--- config.mk ---
export PLATFORM = sky130hd
export DESIGN_NAME = hazard_scoreboard_flat
export DESIGN_NICKNAME = d
export VERILOG_FILES = /design/src/rtl/hazard_scoreboard_if.sv /design/src/rtl/hazard_scoreboard.sv /design/src/flat_wrapper.sv
export SDC_FILE = /design/constraint.sdc
export NUM_CORES = 1
export LEC_CHECK = 0
export CORE_AREA = 2 2 123 125
export DETAILED_ROUTE_END_ITERATION = 10
export DIE_AREA = 0 0 125 127
export GPL_ROUTABILITY_DRIVEN = 0
export HOLD_SLACK_MARGIN = 0.08
export PLACE_DENSITY_LB_ADDON = 0.2
export SLEW_MARGIN = 20
export SYNTH_ARGS = -nofsm -noshare
export SYNTH_HDL_FRONTEND = slang
export SYNTH_SLANG_ARGS = --single-unit
export TNS_END_PERCENT = 50
--- constraint.sdc ---
create_clock -name clk -period 2.2 [get_ports clk]
set_input_delay 0.22 -clock clk [delete_from_list [all_inputs] [get_ports clk]]
set_output_delay 0.22 -clock clk [all_outputs]
set_load 0.01 [all_outputs]
--- src/rtl/hazard_scoreboard_if.sv ---
// Operand-hazard bus between the ID stage and the hazard scoreboard.
// The master side drives issue/read requests; the slave side returns stall and forwarding.
interface hazard_scoreboard_if #(
  parameter int NUM_RD = 2,
  parameter int DEPTH  = 3,
  parameter int TAG_W  = 5,
  parameter int DATA_W = 32
);
  logic                     en;
  logic                     flush;
  logic                     iss_wen;
  logic [TAG_W-1:0]         iss_dst;
  logic                     iss_load;
  logic [NUM_RD*TAG_W-1:0]  rd_req;
  logic [NUM_RD*DATA_W-1:0] rd_data;
  logic [DEPTH*DATA_W-1:0]  stage_data;
  logic                     stall;
  logic [NUM_RD*4-1:0]      fwd_sel;
  logic [NUM_RD*DATA_W-1:0] fwd_data;
  logic [31:0]              stall_cnt;
  logic [31:0]              fwd_cnt;

  modport master (
    output en, flush, iss_wen, iss_dst, iss_load, rd_req, rd_data, stage_data,
    input  stall, fwd_sel, fwd_data, stall_cnt, fwd_cnt
  );

  modport slave (
    input  en, flush, iss_wen, iss_dst, iss_load, rd_req, rd_data, stage_data,
    output stall, fwd_sel, fwd_data, stall_cnt, fwd_cnt
  );
endinterface

--- src/rtl/hazard_scoreboard.sv ---
// Tracks in-flight destination tags after ID and resolves stall/forwarding per read port.
// Optional stall/forward performance counters are built when HAZARD_PERF_EN is defined.
module hazard_scoreboard #(
  parameter int NUM_RD     = 2,
  parameter int DEPTH      = 3,
  parameter int LOAD_READY = 2,
  parameter int TAG_W      = 5,
  parameter int DATA_W     = 32
) (
  input logic clk,
  input logic rst,
  hazard_scoreboard_if.slave bus
);

  logic [DEPTH-1:0]      ent_v;
  logic [DEPTH-1:0]      ent_load;
  logic [TAG_W-1:0]      ent_dst [DEPTH];

  logic [NUM_RD-1:0]        haz;
  logic [NUM_RD*4-1:0]      sel;
  logic [NUM_RD*DATA_W-1:0] data;
  logic [TAG_W-1:0]         req;
  logic                     found;
  logic                     stall;

  // Youngest matching entry wins; an unready load blocks forwarding and raises a hazard.
  always_comb begin
    haz   = '0;
    sel   = '0;
    data  = '0;
    req   = '0;
    found = 1'b0;
    for (int k = 0; k < NUM_RD; k++) begin
      req   = bus.rd_req[k*TAG_W +: TAG_W];
      found = 1'b0;
      data[k*DATA_W +: DATA_W] = bus.rd_data[k*DATA_W +: DATA_W];
      for (int i = 0; i < DEPTH; i++) begin
        if (!found && ent_v[i] && ent_dst[i] == req && req != '0) begin
          found = 1'b1;
          if (ent_load[i] && i < LOAD_READY) begin
            haz[k] = 1'b1;
          end else begin
            sel[k*4 +: 4]            = 4'(i + 1);
            data[k*DATA_W +: DATA_W] = bus.stage_data[i*DATA_W +: DATA_W];
          end
        end
      end
    end
  end

  assign stall        = (|haz) && !bus.flush;
  assign bus.stall    = stall;
  assign bus.fwd_sel  = sel;
  assign bus.fwd_data = data;

  always_ff @(posedge clk or posedge rst) begin
    if (rst) begin
      ent_v    <= '0;
      ent_load <= '0;
      for (int i = 0; i < DEPTH; i++) ent_dst[i] <= '0;
    end else if (bus.en) begin
      for (int i = 1; i < DEPTH; i++) begin
        ent_v[i]    <= ent_v[i-1];
        ent_load[i] <= ent_load[i-1];
        ent_dst[i]  <= ent_dst[i-1];
      end
      if (stall || bus.flush) begin
        ent_v[0]    <= 1'b0;
        ent_load[0] <= 1'b0;
        ent_dst[0]  <= '0;
      end else begin
        // Writes to $0 are architecturally discarded, so never track them.
        ent_v[0]    <= bus.iss_wen && bus.iss_dst != '0;
        ent_load[0] <= bus.iss_load;
        ent_dst[0]  <= bus.iss_dst;
      end
    end
  end

`ifdef HAZARD_PERF_EN
  logic [31:0] stall_cnt_q;
  logic [31:0] fwd_cnt_q;

  always_ff @(posedge clk or posedge rst) begin
    if (rst) begin
      stall_cnt_q <= '0;
      fwd_cnt_q   <= '0;
    end else if (bus.en) begin
      if (stall && stall_cnt_q != 32'hFFFF_FFFF) stall_cnt_q <= stall_cnt_q + 32'd1;
      if ((|sel) && fwd_cnt_q != 32'hFFFF_FFFF) fwd_cnt_q <= fwd_cnt_q + 32'd1;
    end
  end

  assign bus.stall_cnt = stall_cnt_q;
  assign bus.fwd_cnt   = fwd_cnt_q;
`else
  assign bus.stall_cnt = 32'd0;
  assign bus.fwd_cnt   = 32'd0;
`endif

endmodule
--- src/flat_wrapper.sv ---
// flat-port wrapper written by rule: the top's interface ports become plain ports
module hazard_scoreboard_flat 
#(
  parameter int NUM_RD     = 2,
  parameter int DEPTH      = 3,
  parameter int LOAD_READY = 2,
  parameter int TAG_W      = 5,
  parameter int DATA_W     = 32
)
  (clk, rst, bus_en, bus_flush, bus_iss_wen, bus_iss_dst, bus_iss_load, bus_rd_req, bus_rd_data, bus_stage_data, bus_stall, bus_fwd_sel, bus_fwd_data, bus_stall_cnt, bus_fwd_cnt);
  hazard_scoreboard_if #(.NUM_RD(NUM_RD), .DEPTH(DEPTH), .TAG_W(TAG_W), .DATA_W(DATA_W)) bus_i ();
  input logic clk;
  input logic rst;
  input wire logic [$bits(bus_i.en)-1:0] bus_en;
  input wire logic [$bits(bus_i.flush)-1:0] bus_flush;
  input wire logic [$bits(bus_i.iss_wen)-1:0] bus_iss_wen;
  input wire logic [$bits(bus_i.iss_dst)-1:0] bus_iss_dst;
  input wire logic [$bits(bus_i.iss_load)-1:0] bus_iss_load;
  input wire logic [$bits(bus_i.rd_req)-1:0] bus_rd_req;
  input wire logic [$bits(bus_i.rd_data)-1:0] bus_rd_data;
  input wire logic [$bits(bus_i.stage_data)-1:0] bus_stage_data;
  output wire logic [$bits(bus_i.stall)-1:0] bus_stall;
  output wire logic [$bits(bus_i.fwd_sel)-1:0] bus_fwd_sel;
  output wire logic [$bits(bus_i.fwd_data)-1:0] bus_fwd_data;
  output wire logic [$bits(bus_i.stall_cnt)-1:0] bus_stall_cnt;
  output wire logic [$bits(bus_i.fwd_cnt)-1:0] bus_fwd_cnt;
  assign bus_i.en = bus_en;
  assign bus_i.flush = bus_flush;
  assign bus_i.iss_wen = bus_iss_wen;
  assign bus_i.iss_dst = bus_iss_dst;
  assign bus_i.iss_load = bus_iss_load;
  assign bus_i.rd_req = bus_rd_req;
  assign bus_i.rd_data = bus_rd_data;
  assign bus_i.stage_data = bus_stage_data;
  assign bus_stall = bus_i.stall;
  assign bus_fwd_sel = bus_i.fwd_sel;
  assign bus_fwd_data = bus_i.fwd_data;
  assign bus_stall_cnt = bus_i.stall_cnt;
  assign bus_fwd_cnt = bus_i.fwd_cnt;
  hazard_scoreboard #(.NUM_RD(NUM_RD), .DEPTH(DEPTH), .LOAD_READY(LOAD_READY), .TAG_W(TAG_W), .DATA_W(DATA_W)) u_core (.clk(clk), .rst(rst), .bus(bus_i));
endmodule
**Run 1: PDN straps and rails**

Scale: 4 px per micron. Pins as bars on the die edge. Tap cells in grey.
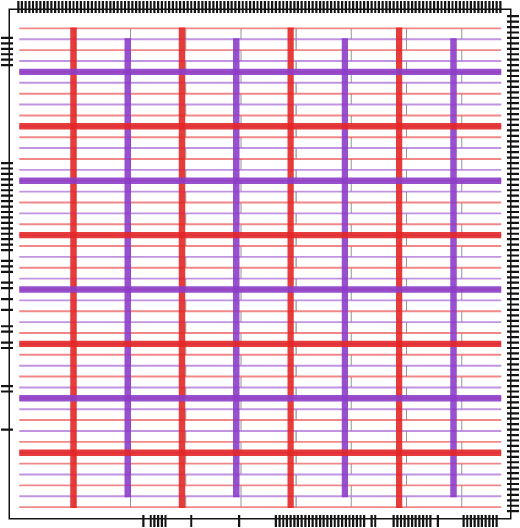
legend:
  purple:
    net: VDD
  red:
    net: VSS
met5 straps: 8
signal pins: 318
met1 rails: 45
Peak VDD IR: 0.335 mV
die width: 125 microns
Core ar.: 14400 sq um
Die H: 127 microns

**Run 1: placement by cell class**

Scale: 4 px per micron. Fill, decap, tap and diode cells in grey.
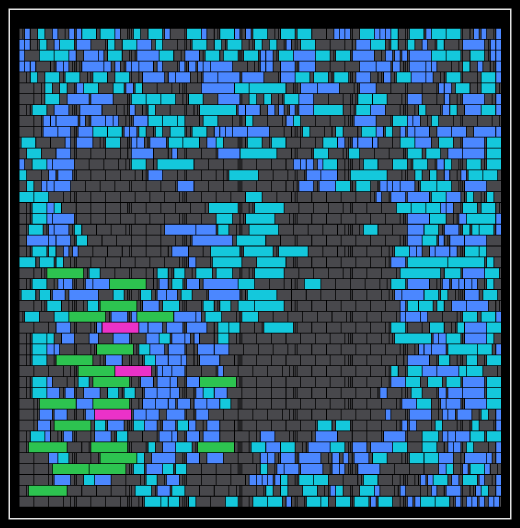
legend:
  magenta:
    class: clock-net drivers
    cells: 3
  cyan:
    class: remaining buffers and delay cells
    cells: 332
  green:
    class: registers
    cells: 20
  blue:
    class: remaining logic cells
    cells: 429
post-route design area: 7340 sq um
Util after Layout: 50.9%

**Run 1: routed clock nets over the placement**

Scale: 3 px per micron.
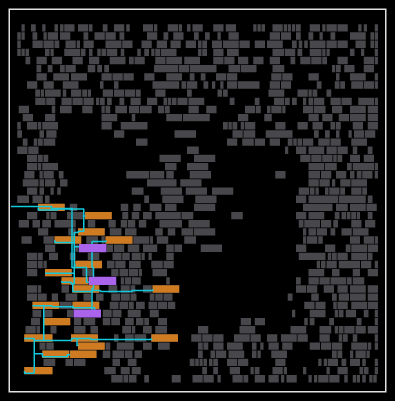
legend:
  orange:
    item: flip-flops
    count: 20
  cyan:
    item: clock wires
    length: 312 microns
  purple:
    item: clock-net drivers
    count: 3
routed clock nets: 4
Clock group: 0.375 mW
Fin Clk Skew: 0.00267 ns

==> Slide: Implementation Results, run 1 <==
Physical Implementation Snapshot

Global routing
  – Vias in the first global route: 4516
  – Pin count of the biggest net entering global routing: 45
  – First-pass GRT wire length: 25600 microns

Timing
  – Setup Viol. Count Final: 69
  – Worst rel slew slack: 47.9%
  – Worst hold margin: 0.413 ns
  – Final worst slack: -0.550 ns
  – Final Hold Vio Count: 0

Status
  – Failing checks: negative setup slack
  – Status: complete, but fails checks

Detailed routing
  – DRT iter0 DRCs: 156
  – Final antenna-violating net count: 0
  – Routed WL: 18000 microns
  – First drt pass iteration count: 4

Floorplanning
  – Chip area: 15900 sq um

Setup path
  – Critical path depth: 10
  – R2R depth: 9
  – Crit path to: bus_fwd_data[14]
  – Worst r2r src: u_core.ent_dst[11]
  – CP top delay family: simple AND/OR/NAND/NOR gates
  – Reg2Reg Capture Point: u_core.ent_v[0]

Synthesis
  – Ys flop type: dfrtp_1
  – Chip Area, Yosys: 3920 sq um
  – Yosys warnings: 0
  – Syn Inst Count: 480
  – Mux frac, synth: 38.5%
  – Xor/xnor share: 6.49%
  – Flops after synth: 20

Power
  – Power density cells: 268 nW/um^2

Layout
  – Fraction of layout cells with a size suffix above 1: 33.7%
  – Layout area overhead: 87.4%
  – Final Non-Filler Cells: 968

Placement
  – Post-DP Area: 6770 sq um
  – IO Port Bufs: 249
  – Hpwl dp: 12900 microns

Clock network
  – Post-cts hold buffer count: 0
run 1: metal layers:
metal	global-route usage (%)	vias to the layer above	part of all wire, %
li1	-	2169	-
met1	25.3	2099	41
met2	38.4	167	53
met3	1.80	12	4.6
met4	2.42	0	1.0
met5	0	-	0
run 1: synth_stat cells, drive strengths merged (2+ instances only):
cell    instances  area share (%)
nor2b           7             1.1
nand2b          2            0.32
nand2          71             6.8
xor2           11             2.5
mux2i          64              16
xnor2          18             4.0
nor4b           2            0.45
or4             3            0.58
or4b            3            0.86
nor2            8            0.77
inv             3            0.29
a31o            6             1.3
dfrtp          20              13
nor3            3            0.38
buf            88              16
mux2           77              22
nand3           5            0.64
nor4            4             1.0
clkbuf         10            0.96
o21ai          64             8.2
run 1: sequential cells by signal (all words and copies together), names as in the netlist:
name             count
u_core.ent_dst      15
u_core.ent_load      2
u_core.ent_v         3
run 1: area by class of cell:
type | count | area [sq um]
Sequential cell | 20 | 503
Inverter | 3 | 11.3
Timing Repair Buffer | 332 | 3210
Tap cell | 184 | 230
Clock buffer | 3 | 75.1
Fill cell | 1398 | 7090
Multi-Input combinational cell | 426 | 3310
run 1: what timing repair did:
action | in CTS | in global routing
gates resized | 350 | 55
pin swaps | 20 | 45
buffers inserted | 15 | 11
cloned | 5 | 7
endpoints found under the setup margin | 76 | 76
run 1: power groups by stage:
| stage | logic [mW] | clock network, mW | registers [mW] |
|---|---|---|---|
| floorplan | 0.532 | 0 | 0.452 |
| global placement | 1.11 | 0 | 0.461 |
| detailed placement | 1.13 | 0 | 0.463 |
| CTS | 1.09 | 0.382 | 0.458 |
| global route | 1.21 | 0.395 | 0.465 |
| finish | 1.13 | 0.375 | 0.459 |
**Run 1: wiring by layer**

Scale: 4 px per micron.
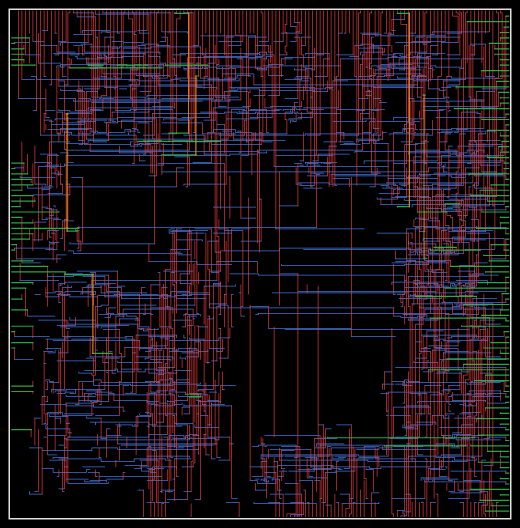

==> run 2: changes to the inputs <==
--- a/config.mk
+++ b/config.mk
@@ -5,9 +5,10 @@
 export SDC_FILE = /design/constraint.sdc
 export NUM_CORES = 1
 export LEC_CHECK = 0
-export CORE_AREA = 2 2 123 125
+export ABC_CLOCK_PERIOD_IN_PS = 3000
+export CORE_AREA = 2 2 124 126
 export DETAILED_ROUTE_END_ITERATION = 10
-export DIE_AREA = 0 0 125 127
+export DIE_AREA = 0 0 126 128
 export GPL_ROUTABILITY_DRIVEN = 0
 export HOLD_SLACK_MARGIN = 0.08
 export PLACE_DENSITY_LB_ADDON = 0.2
==> constraint.sdc (replaced) <==
create_clock -name clk -period 3 [get_ports clk]
set_input_delay 0.3 -clock clk [delete_from_list [all_inputs] [get_ports clk]]
set_output_delay 0.3 -clock clk [all_outputs]
set_load 0.01 [all_outputs]
**Run 2: wiring by layer**

Scale: 4 px per micron.
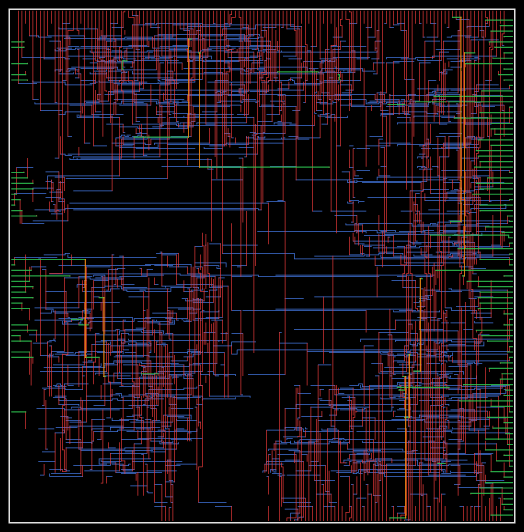
legend:
  red:
    layer: M2
    wire_length: 8910 microns
  green:
    layer: M3
    wire_length: 785 microns
  blue:
    layer: M1
    wire_length: 7310 microns
  orange:
    layer: M4
    wire_length: 278 microns
post-DR wirelength/cell: 18.1 microns
via count: 4328
GRT Total Usage: 19.7%
Routed WL: 17300 microns

**Run 2: PDN straps and rails**

Scale: 4 px per micron. Pins as bars on the die edge. Tap cells in grey.
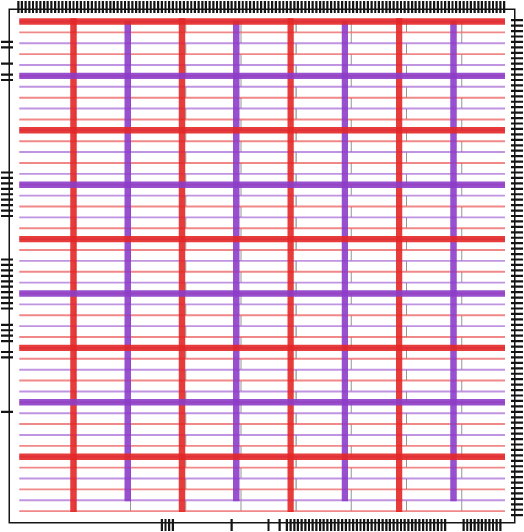
legend:
  purple:
    net: VDD
  red:
    net: VSS
tap cells: 188
rows: 45
met1 rails: 46
met4 straps: 8
met5 straps: 9
Core ar.: 14900 sq um
Die H: 128 microns
die width: 126 microns
Peak VDD IR: 0.288 mV

==> Slide: Implementation Results, run 2 <==
Physical Implementation Snapshot

Setup path
  – Reg2Reg Capture Point: u_core.ent_v[0]
  – Worst r2r src: u_core.ent_dst[5]
  – Crit path to: bus_fwd_data[59]
  – Worst EP arrival: 2.64 ns
  – R2R depth: 8

Layout
  – Top reg by flops: u_core.ent_dst
  – Fill cells: 1447
  – Post-route design area: 6930 sq um
  – Final Non-Filler Cells: 956
  – Largest register FFs: 15
  – Top Registers: u_core.ent_dst: 15 flops, u_core.ent_v: 3 flops, u_core.ent_load: 2 flops
  – Final Net Count: 949
  – Fraction of layout cells with a size suffix above 1: 28.6%

Detailed routing
  – DR vias/cell: 4.53
  – Remaining DRCs: 0
  – First drt pass iteration count: 4
  – DRT iter0 DRCs: 165
  – Final antenna-violating net count: 0

Timing
  – Worst rel slew slack: 29.4%
  – Setup Viol. Count Final: 0
  – Final Hold Vio Count: 0
  – Worst hold margin: 0.487 ns
  – Fin Clk Skew: 0.00319 ns

Synthesis
  – Commonest cells post-synth: 77 x mux2_2, 71 x nand2_1, 68 x buf_4, 64 x mux2i_1, 61 x o21ai_1
  – Top-count cell post-synth: mux2_2
  – Avg Synthesized Cell Area: 8.16 sq um
  – Syn Inst Count: 480
  – Ys flop type: dfrtp_1
  – Synth top area cells: mux2_2 22%, mux2i_1 16%, buf_4 13%
  – Xor/xnor share: 6.49%
  – Mux frac, synth: 38.5%
  – Largest type area fraction: 22.1%
  – Chip Area, Yosys: 3920 sq um
  – Yosys warnings: 0
  – Area leader, netlist: mux2_2

Power
  – Power density cells: 213 nW/um^2

Floorplanning
  – Chip area: 16100 sq um

Global routing
  – Met3 Usage GRT: 2.00%
  – Vias in the first global route: 4403
  – Pin count of the biggest net entering global routing: 31
  – Met1 Use GR: 24.6%
  – Routing usage on met2: 36.7%
  – Top Usage Layer GRT: met2

Placement
  – IO Port Bufs: 249
  – Hpwl dp: 13600 microns

Status
  – Status: finished, final reports clean

Clock network
  – Post-cts hold buffer count: 0
run 2: critical path: cells and delay by family:
family | cells | cell delay, ns
muxes | 1 | 0.12
AOI/OAI and AO/OA | 1 | 0.12
buffers and inverters | 3 | 0.71
and+or+nand+nor | 4 | 1.38
run 2: power groups by stage:
stage | Clock [mW] | Combinational (mW) | Sequential [mW]
detailed placement | 0 | 0.801 | 0.344
CTS | 0.374 | 0.776 | 0.338
finish | 0.365 | 0.771 | 0.339
global route | 0.388 | 0.831 | 0.343
floorplan | 0 | 0.387 | 0.331
global placement | 0 | 0.795 | 0.341
run 2: routing by layer:
layer | up-vias | share of wire (%)
li1 | 2124 | -
met1 | 2025 | 42
met2 | 161 | 52
met3 | 18 | 4.5
met4 | 0 | 1.6
met5 | - | 0
run 2: cell families after synthesis:
logic type / Yosys count
buffers and inverters: 101
xor gates and xnor gates: 29
AOI/OAI and AO/OA: 76
DFF: 20
muxes: 141
and+or+nand+nor: 112
other: 1
run 2: area by class of cell:
cell class | count | area (sq um) | share of cell area, %
Antenna cell | 1 | 2.50 | 0.0361
Clock buffer | 3 | 75.1 | 1.08
Clock inverter | 1 | 30.0 | 0.433
Inverter | 3 | 11.3 | 0.162
Multi-Input combinational cell | 426 | 3080 | 44.4
Sequential cell | 20 | 500 | 7.22
Tap cell | 188 | 235 | 3.39
Timing Repair Buffer | 314 | 3000 | 43.3
run 2: timing repair:
action,in CTS,in global routing
cloned,4,2
pin swaps,7,7
gates resized,223,47
endpoints found under the setup margin,69,55
buffers inserted,7,5
endpoints found under the hold margin,0,0
run 2: through the flow:
step / setup slack (ns) / utilization (%)
global route: -0.0462 / 46.6
detailed placement: -0.687 / 45.2
global placement: -0.691 / 45.2
finish: 0.0555 / 46.6
floorplan: 0.384 / -
CTS: -0.0512 / 46.7
Power is estimated from default activity; no workload was simulated.
